===== src/rtl/alu_pkg.sv =====
// rtl/alu_pkg.sv - shared op encodings, instruction field layout and sizing defaults for the ALU issue stage
package alu_pkg;

   localparam int DEF_NREGS = 16;
   localparam int DEF_XLEN  = 32;

   typedef enum logic [2:0] {
      OP_AND = 3'b000,
      OP_OR  = 3'b001,
      OP_ADD = 3'b010,
      OP_SUB = 3'b011,
      OP_SHR = 3'b100,
      OP_SHL = 3'b101
   } alu_op_t;

   localparam int OP_MSB      = 31;
   localparam int OP_LSB      = 29;
   localparam int RD_MSB      = 28;
   localparam int RD_LSB      = 25;
   localparam int RS1_MSB     = 24;
   localparam int RS1_LSB     = 21;
   localparam int RS2_MSB     = 20;
   localparam int RS2_LSB     = 17;
   localparam int IMM_SEL_BIT = 16;
   localparam int IMM_MSB     = 15;
   localparam int IMM_LSB     = 0;

   function automatic logic is_legal_op(input logic [2:0] op);
      return op <= OP_SHL;
   endfunction

endpackage


===== src/rtl/alu_issue_stage_if.sv =====
// rtl/alu_issue_stage_if.sv - instruction, ALU-operand and write-back signals of the issue stage
interface alu_issue_stage_if
   import alu_pkg::*;
#(
   parameter int NREGS = DEF_NREGS,
   parameter int XLEN  = DEF_XLEN
);
   localparam int AW = $clog2(NREGS);

   logic            in_valid;
   logic            in_ready;
   logic [31:0]     in_instr;
   logic            out_valid;
   logic            out_ready;
   logic [XLEN-1:0] out_a;
   logic [XLEN-1:0] out_b;
   logic [2:0]      out_op;
   logic [AW-1:0]   out_rd;
   logic            wb_en;
   logic [AW-1:0]   wb_addr;
   logic [XLEN-1:0] wb_data;
   logic            illegal;

   modport master (
      output in_valid, in_instr, out_ready, wb_en, wb_addr, wb_data,
      input  in_ready, out_valid, out_a, out_b, out_op, out_rd, illegal
   );

   modport slave (
      input  in_valid, in_instr, out_ready, wb_en, wb_addr, wb_data,
      output in_ready, out_valid, out_a, out_b, out_op, out_rd, illegal
   );

endinterface


===== src/rtl/alu_regfile.sv =====
// rtl/alu_regfile.sv - register file with two bypassed combinational read ports, one write port, r0 hardwired to zero
module alu_regfile #(
   parameter int NREGS = 16,
   parameter int XLEN  = 32,
   localparam int AW   = $clog2(NREGS)
) (
   input  logic            clk,
   input  logic            rst_n,
   input  logic [AW-1:0]   rd_addr_a,
   output logic [XLEN-1:0] rd_data_a,
   input  logic [AW-1:0]   rd_addr_b,
   output logic [XLEN-1:0] rd_data_b,
   input  logic            wr_en,
   input  logic [AW-1:0]   wr_addr,
   input  logic [XLEN-1:0] wr_data
);

   logic [XLEN-1:0] mem [NREGS];

   always_ff @(posedge clk or negedge rst_n) begin
      if (!rst_n) begin
         for (int i = 0; i < NREGS; i++) mem[i] <= '0;
      end else if (wr_en && wr_addr != '0) begin
         mem[wr_addr] <= wr_data;
      end
   end

   // Bypass gives the issuing instruction a result that is only being written this cycle
   function automatic logic [XLEN-1:0] read_port(input logic [AW-1:0] addr);
      if (addr == '0)
         return '0;
      else if (wr_en && wr_addr == addr)
         return wr_data;
      else
         return mem[addr];
   endfunction

   always_comb begin
      rd_data_a = read_port(rd_addr_a);
      rd_data_b = read_port(rd_addr_b);
   end

endmodule


===== src/rtl/alu_issue_stage.sv =====
// rtl/alu_issue_stage.sv - decodes instruction words, checks the busy scoreboard and registers ALU operands
module alu_issue_stage
   import alu_pkg::*;
#(
   parameter int NREGS = DEF_NREGS,
   parameter int XLEN  = DEF_XLEN
) (
   input logic               clk,
   input logic               rst_n,
   alu_issue_stage_if.slave  bus
);
   localparam int AW = $clog2(NREGS);

   logic [2:0]      op;
   logic [AW-1:0]   rd;
   logic [AW-1:0]   rs1;
   logic [AW-1:0]   rs2;
   logic            imm_sel;
   logic [XLEN-1:0] imm_ext;
   logic [XLEN-1:0] rs1_val;
   logic [XLEN-1:0] rs2_val;

   assign op      = bus.in_instr[OP_MSB:OP_LSB];
   assign rd      = bus.in_instr[RD_MSB:RD_LSB];
   assign rs1     = bus.in_instr[RS1_MSB:RS1_LSB];
   assign rs2     = bus.in_instr[RS2_MSB:RS2_LSB];
   assign imm_sel = bus.in_instr[IMM_SEL_BIT];
   assign imm_ext = {{(XLEN-16){1'b0}}, bus.in_instr[IMM_MSB:IMM_LSB]};

   alu_regfile #(.NREGS(NREGS), .XLEN(XLEN)) u_regfile (
      .clk       (clk),
      .rst_n     (rst_n),
      .rd_addr_a (rs1),
      .rd_data_a (rs1_val),
      .rd_addr_b (rs2),
      .rd_data_b (rs2_val),
      .wr_en     (bus.wb_en),
      .wr_addr   (bus.wb_addr),
      .wr_data   (bus.wb_data)
   );

   logic [NREGS-1:0] busy;
   logic [NREGS-1:0] wb_clr;
   logic [NREGS-1:0] busy_eff;
   logic [NREGS-1:0] busy_next;
   logic             legal;
   logic             hazard;
   logic             accept;

   // A register being written back this cycle no longer blocks issue
   always_comb begin
      wb_clr = '0;
      if (bus.wb_en && bus.wb_addr != '0) wb_clr[bus.wb_addr] = 1'b1;
   end

   assign busy_eff     = busy & ~wb_clr;
   assign legal        = is_legal_op(op);
   assign hazard       = busy_eff[rs1] | (!imm_sel && busy_eff[rs2]) | busy_eff[rd];
   assign bus.in_ready = (!bus.out_valid || bus.out_ready) && (!legal || !hazard);
   assign accept       = bus.in_valid && bus.in_ready;

   // Set is applied after clear so a same-register issue and write-back leaves it busy
   always_comb begin
      busy_next = busy & ~wb_clr;
      if (accept && legal && rd != '0) busy_next[rd] = 1'b1;
   end

   always_ff @(posedge clk or negedge rst_n) begin
      if (!rst_n) begin
         bus.out_valid <= 1'b0;
         bus.out_a     <= '0;
         bus.out_b     <= '0;
         bus.out_op    <= '0;
         bus.out_rd    <= '0;
         bus.illegal   <= 1'b0;
         busy          <= '0;
      end else begin
         bus.illegal <= accept && !legal;
         busy        <= busy_next;
         if (accept && legal) begin
            bus.out_valid <= 1'b1;
            bus.out_a     <= rs1_val;
            bus.out_b     <= imm_sel ? imm_ext : rs2_val;
            bus.out_op    <= op;
            bus.out_rd    <= rd;
         end else if (bus.out_ready) begin
            bus.out_valid <= 1'b0;
         end
      end
   end

endmodule


===== src/flat_wrapper.sv =====
// flat-port wrapper written by rule: the top's interface ports become plain ports
module alu_issue_stage_flat import alu_pkg::*;
#(
   parameter int NREGS = DEF_NREGS,
   parameter int XLEN  = DEF_XLEN
)
  (clk, rst_n, bus_in_valid, bus_in_instr, bus_out_ready, bus_wb_en, bus_wb_addr, bus_wb_data, bus_in_ready, bus_out_valid, bus_out_a, bus_out_b, bus_out_op, bus_out_rd, bus_illegal);
  alu_issue_stage_if #(.NREGS(NREGS), .XLEN(XLEN)) bus_i ();
  input logic clk;
  input logic rst_n;
  input wire logic [$bits(bus_i.in_valid)-1:0] bus_in_valid;
  input wire logic [$bits(bus_i.in_instr)-1:0] bus_in_instr;
  input wire logic [$bits(bus_i.out_ready)-1:0] bus_out_ready;
  input wire logic [$bits(bus_i.wb_en)-1:0] bus_wb_en;
  input wire logic [$bits(bus_i.wb_addr)-1:0] bus_wb_addr;
  input wire logic [$bits(bus_i.wb_data)-1:0] bus_wb_data;
  output wire logic [$bits(bus_i.in_ready)-1:0] bus_in_ready;
  output wire logic [$bits(bus_i.out_valid)-1:0] bus_out_valid;
  output wire logic [$bits(bus_i.out_a)-1:0] bus_out_a;
  output wire logic [$bits(bus_i.out_b)-1:0] bus_out_b;
  output wire logic [$bits(bus_i.out_op)-1:0] bus_out_op;
  output wire logic [$bits(bus_i.out_rd)-1:0] bus_out_rd;
  output wire logic [$bits(bus_i.illegal)-1:0] bus_illegal;
  assign bus_i.in_valid = bus_in_valid;
  assign bus_i.in_instr = bus_in_instr;
  assign bus_i.out_ready = bus_out_ready;
  assign bus_i.wb_en = bus_wb_en;
  assign bus_i.wb_addr = bus_wb_addr;
  assign bus_i.wb_data = bus_wb_data;
  assign bus_in_ready = bus_i.in_ready;
  assign bus_out_valid = bus_i.out_valid;
  assign bus_out_a = bus_i.out_a;
  assign bus_out_b = bus_i.out_b;
  assign bus_out_op = bus_i.out_op;
  assign bus_out_rd = bus_i.out_rd;
  assign bus_illegal = bus_i.illegal;
  alu_issue_stage #(.NREGS(NREGS), .XLEN(XLEN)) u_core (.clk(clk), .rst_n(rst_n), .bus(bus_i));
endmodule

===== config.mk =====
export PLATFORM = sky130hd
export DESIGN_NAME = alu_issue_stage_flat
export DESIGN_NICKNAME = d
export VERILOG_FILES = /design/src/rtl/alu_pkg.sv /design/src/rtl/alu_issue_stage_if.sv /design/src/rtl/alu_regfile.sv /design/src/rtl/alu_issue_stage.sv /design/src/flat_wrapper.sv
export SDC_FILE = /design/constraint.sdc
export NUM_CORES = 1
export LEC_CHECK = 0
export CAP_MARGIN = 25
export CELL_PAD_IN_SITES_DETAIL_PLACEMENT = 2
export CELL_PAD_IN_SITES_GLOBAL_PLACEMENT = 2
export CORE_UTILIZATION = 45
export DETAILED_ROUTE_END_ITERATION = 16
export PLACE_DENSITY_LB_ADDON = 0.1
export RECOVER_POWER = 100
export SLEW_MARGIN = 20
export SYNTH_ARGS = -nofsm -noshare
export SYNTH_HDL_FRONTEND = slang
export SYNTH_HIERARCHICAL = 1
export SYNTH_SLANG_ARGS = --single-unit

===== constraint.sdc =====
create_clock -name clk -period 2.7 [get_ports clk]
set_input_delay 0.405 -clock clk [delete_from_list [all_inputs] [get_ports clk]]
set_output_delay 0.405 -clock clk [all_outputs]
set_load 0.02 [all_outputs]

congestion_map.png
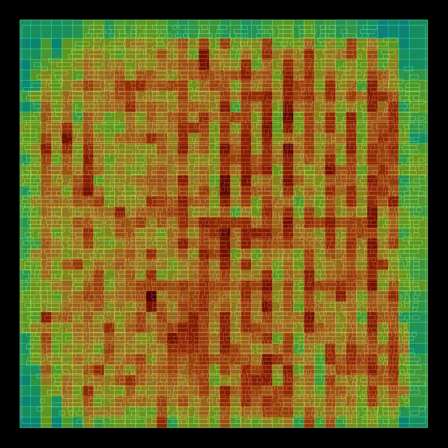
most used routing layer in global routing: met2
total track usage: 32.9%
end-of-flow core utilization: 56.2%

sizing.png
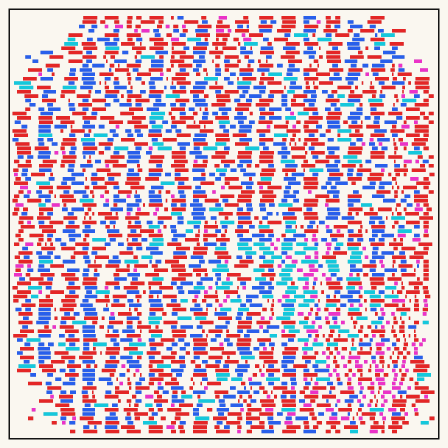
color	size	cells	most used
blue	x2	823	mux2_2
magenta	x3 and x4	241	buf_4
cyan	x6 and larger	186	buf_12
red	x1 and smaller	1178	dfrtp_1

class_map.png
Scale bar: 100 um.
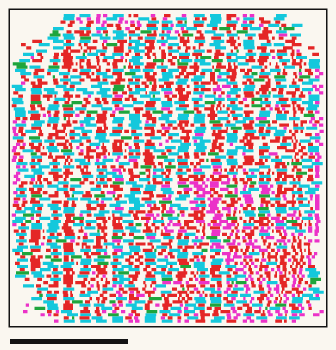
color	class	cells
cyan	registers	601
red	remaining logic cells	1296
green	clock drivers and dummy loads	121
magenta	remaining buffers and delay cells	410

route_heat.png
Scale bar: 100 um. The die is cut into 27 by 27 equal tiles; dark purple is low, yellow is high, scaled to the fullest tile. Values are wire area over tile area, all layers added.
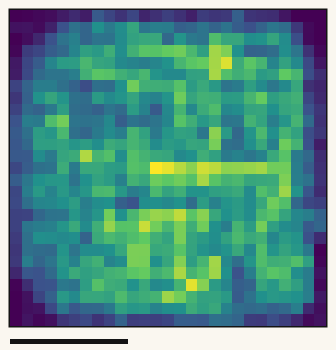
nearly empty tiles	2.2%
emptiest ninth of the die	top left
tiles over half the peak	47%
mean over tiles	0.26
fullest tile	0.55
Final Routed Wirelength: 116000 um
total via count in the routed design: 21800

==> results.txt <==
Results of the full flow below.

Layout:
- The register with the most flip-flops in the layout has just over 500 of them.
- The run gives the sequential cell area in the final layout as 15000 sq um.
- The run gives the fraction of area in registers as approximately two fifths.
- The final design was reported to hold multi-input combinational gates totalling about 1300.
- The finished layout holds about 3400 standard cells, fillers aside.
- The run puts the antenna diode instance count at 1.
- The run gives the share of post-route cells with drive strength above 1 as between 50% and 60%.
- More flip-flops sit in one register than any other, and that register is u_core/u_regfile/mem.
- The run gives the post-route cell area as about 39000 sq um.
- The layout has 102 clock buffers.
- After filler insertion, the fill cell instance count of the layout stands at a little under 6000.
- Per the layout report, the design carries 3 non-clock inverters.
- Among logic cells in the layout, the one with the most instances is sky130_fd_sc_hd__dfrtp_1.
- In the layout the commonest cells are 600 x sky130_fd_sc_hd__dfrtp_1, 522 x sky130_fd_sc_hd__mux2_2, 257 x sky130_fd_sc_hd__mux4_2.
- Of the total standard cell area in the layout, the multi-input combinational portion is around two fifths.
- The fraction of final cell area spent on clock buffers and inverters in this run is under 10%.
- The run gives the count of plain and timing-repair buffers in the layout as between 400 and 500.
- The largest registers in the layout are u_core/u_regfile/mem: 512 flops, u_core/bus.out_a: 32 flops, u_core/bus.out_b: 32 flops.
- After layout the signal buffers, clock cells excluded, come to between 10% and 20% of cell area.

Worst hold path:
- The worst hold path belongs to the class in -> reg.
- The worst hold path passes through 2 cells.
- For hold timing, the worst endpoint is u_core/bus.out_rd[2].

Final timing:
- The run puts the worst setup margin at -155 ps.
- The run puts the transition time at the pin with the least slew margin at 719 ps.
- From the final report, the count of setup violators was given as 1.
- In the final run the clock tree shows a worst skew of around 22 ps.
- The run gives the sum of negative setup slack as -155 ps.
- The run gives the worst slew slack as a fraction of its limit as between 50% and 60%.
- The run gives the count of final max-slew check failures as 0.
- Setup repair after global routing could not meet its margin everywhere.
- After layout, the minimum clock period comes to roughly 2900 ps.

Placed design:
- The run gives the final HPWL from detailed placement as a little over 70000 um.
- The run gives the instance area after placement as between 30000 and 40000 sq um.
- The run puts the placement-stage worst setup slack at -1020 ps.
- The final weighted congestion recorded by global placement is ~0.85.
- The run gives the count of placed standard cells including taps as 3229.

Drt:
- The highest metal layer carrying signal wires in the routed design is met5.
- The detailed router put a total of approximately 48000 um of wire on met1.
- Detailed routing placed a total of a little under 60000 um of wire on met2.
- The run gives the first-pass iteration count of the detailed router as 5.
- The first routing iteration left 1755 violations.
- The run gives the wire length per cell as 34.5 um.
- After detailed routing, the met3 layer carries 6770 um of wire.

CTS:
- Per the CTS log, the maximum H-tree level is 3.
- Per the CTS log, the buffer count on the longest clock path is 3.
- The run gives the CTS tree as built.
- The run gives the cts-stage hold buffer count as 1.
- The run gives the total CTS buffers as slightly above 70.
- The run gives the total clock sinks as 601.
- In this run, post-CTS repair resized a total of 31 instances.
- The cell sitting at the root of the clock tree is a sky130_fd_sc_hd__clkbuf_16.

Critical path:
- The run gives the most numerous cell on the critical path as sky130_fd_sc_hd__buf_4.
- The run gives the logic depth of the worst setup path including buffers as 9.
- The run gives the launch instance of the worst register-to-register path as u_core/busy[11].
- The capture point of the critical path was reported as bus_in_ready.
- The worst setup path is captured at an output pin.
- The critical path goes through o21ai_1 -> buf_4 -> nor2_1 -> nor4b_1 -> o31a_1 -> a311o_1 -> nand2_1 -> a21boi_1 -> buf_4.
- The run gives the critical path data arrival time as 2450 ps.
- According to the timing report, the data required time at the worst endpoint equals approximately 2300 ps.
- The run gives the cell count of the worst reg-to-reg path as 11.
- The launch point of the critical path was reported as u_core/busy[11].
- The run puts the maximum fanout count along the critical path at 3.
- The run puts the delay of the slowest cell on the worst path at 390 ps.
- The worst setup path is launched from a flop.
- The run gives the buffers plus inverters on the worst setup path as 2.
- The capture point of the worst register-to-register path is recorded as u_core/bus.out_b[20].

Synthesis:
- The run gives the netlist area before placement as around 32000 sq um.
- The run gives the AND-OR/OR-AND share of the synthesized area as under 10%.
- The run gives the cell count after synthesis as approximately 2100.
- By count the netlist is led by 601 x sky130_fd_sc_hd__dfrtp_1, 523 x sky130_fd_sc_hd__mux2_2, 257 x sky130_fd_sc_hd__mux4_2, 129 x sky130_fd_sc_hd__clkbuf_1, 94 x sky130_fd_sc_hd__a22o_1.
- Per the synth stats, the flop cell with the highest instance count is sky130_fd_sc_hd__dfrtp_1.
- The synthesized netlist devotes under 10% of its cell area to simple gates.
- The cell-mix breakdown from Yosys lists the adder-cell area share as 0%.
- In this run the biggest area consumer among cell types represents a little under half of the synthesized area.
- Per the Yosys statistics, synthesis produced around 2100 cells.
- The run puts the share of the synthesized netlist area taken by xor and xnor gates at 0.194%.
- Averaged over all synthesized cells, the footprint is ~15 sq um.
- The run puts the count of unique library cells instantiated by Yosys at between 50 and 60.

Global routing:
- The run gives the pin count of the biggest net entering global routing as about 71.
- The global routing report lists met2 layer usage as 55.6%.
- The run puts the met1 usage at about 44%.
- The run gives the met3 track utilization from global routing as just over 5%.
- The run gives the number of global-route vias before repair as approximately 25000.
- The run puts the initial antenna violation count at 3.

Power and ir drop:
- The run puts the overall power at approximately 32 mW.
- The run gives the switching part of the total as around 30%.
- Per report_power, the Sequential row totals between 10 and 15 mW.
- The run puts the clock network fraction of total power at a little under a third.
- The run gives the clock network power consumption as a little under 10 mW.
- The analysis attributes to net switching a power of around 9.6 mW.
- Registers are responsible for 41.0% of the overall power.
- The run puts the power density normalized to cell area at 823 nW/um^2.
- The run gives the combinational share of power as between 20 and 30%.
- The run gives the power group with the largest share as sequential cells.

Flow run:
- The run gives the OpenROAD warning count as 28.
- In this run the maximum-capacitance check reported violations numbering 0.

Run status:
- The flow ran to the end, but the final reports show violations.
- The checks that failed: negative setup slack.

Floorplan:
- The flow inserted between 900 and 1000 tap cells.
- In this run the full chip footprint comes out at slightly above 70000 sq um.
- According to the floorplan report, the placeable core area is about 70000 sq um.
- The run gives the share of the core filled by cells before placement as 45.9%.
- The run puts the width of the die at around 270 um.
Power figures rest on the tool's default switching activity, not on a simulated workload.
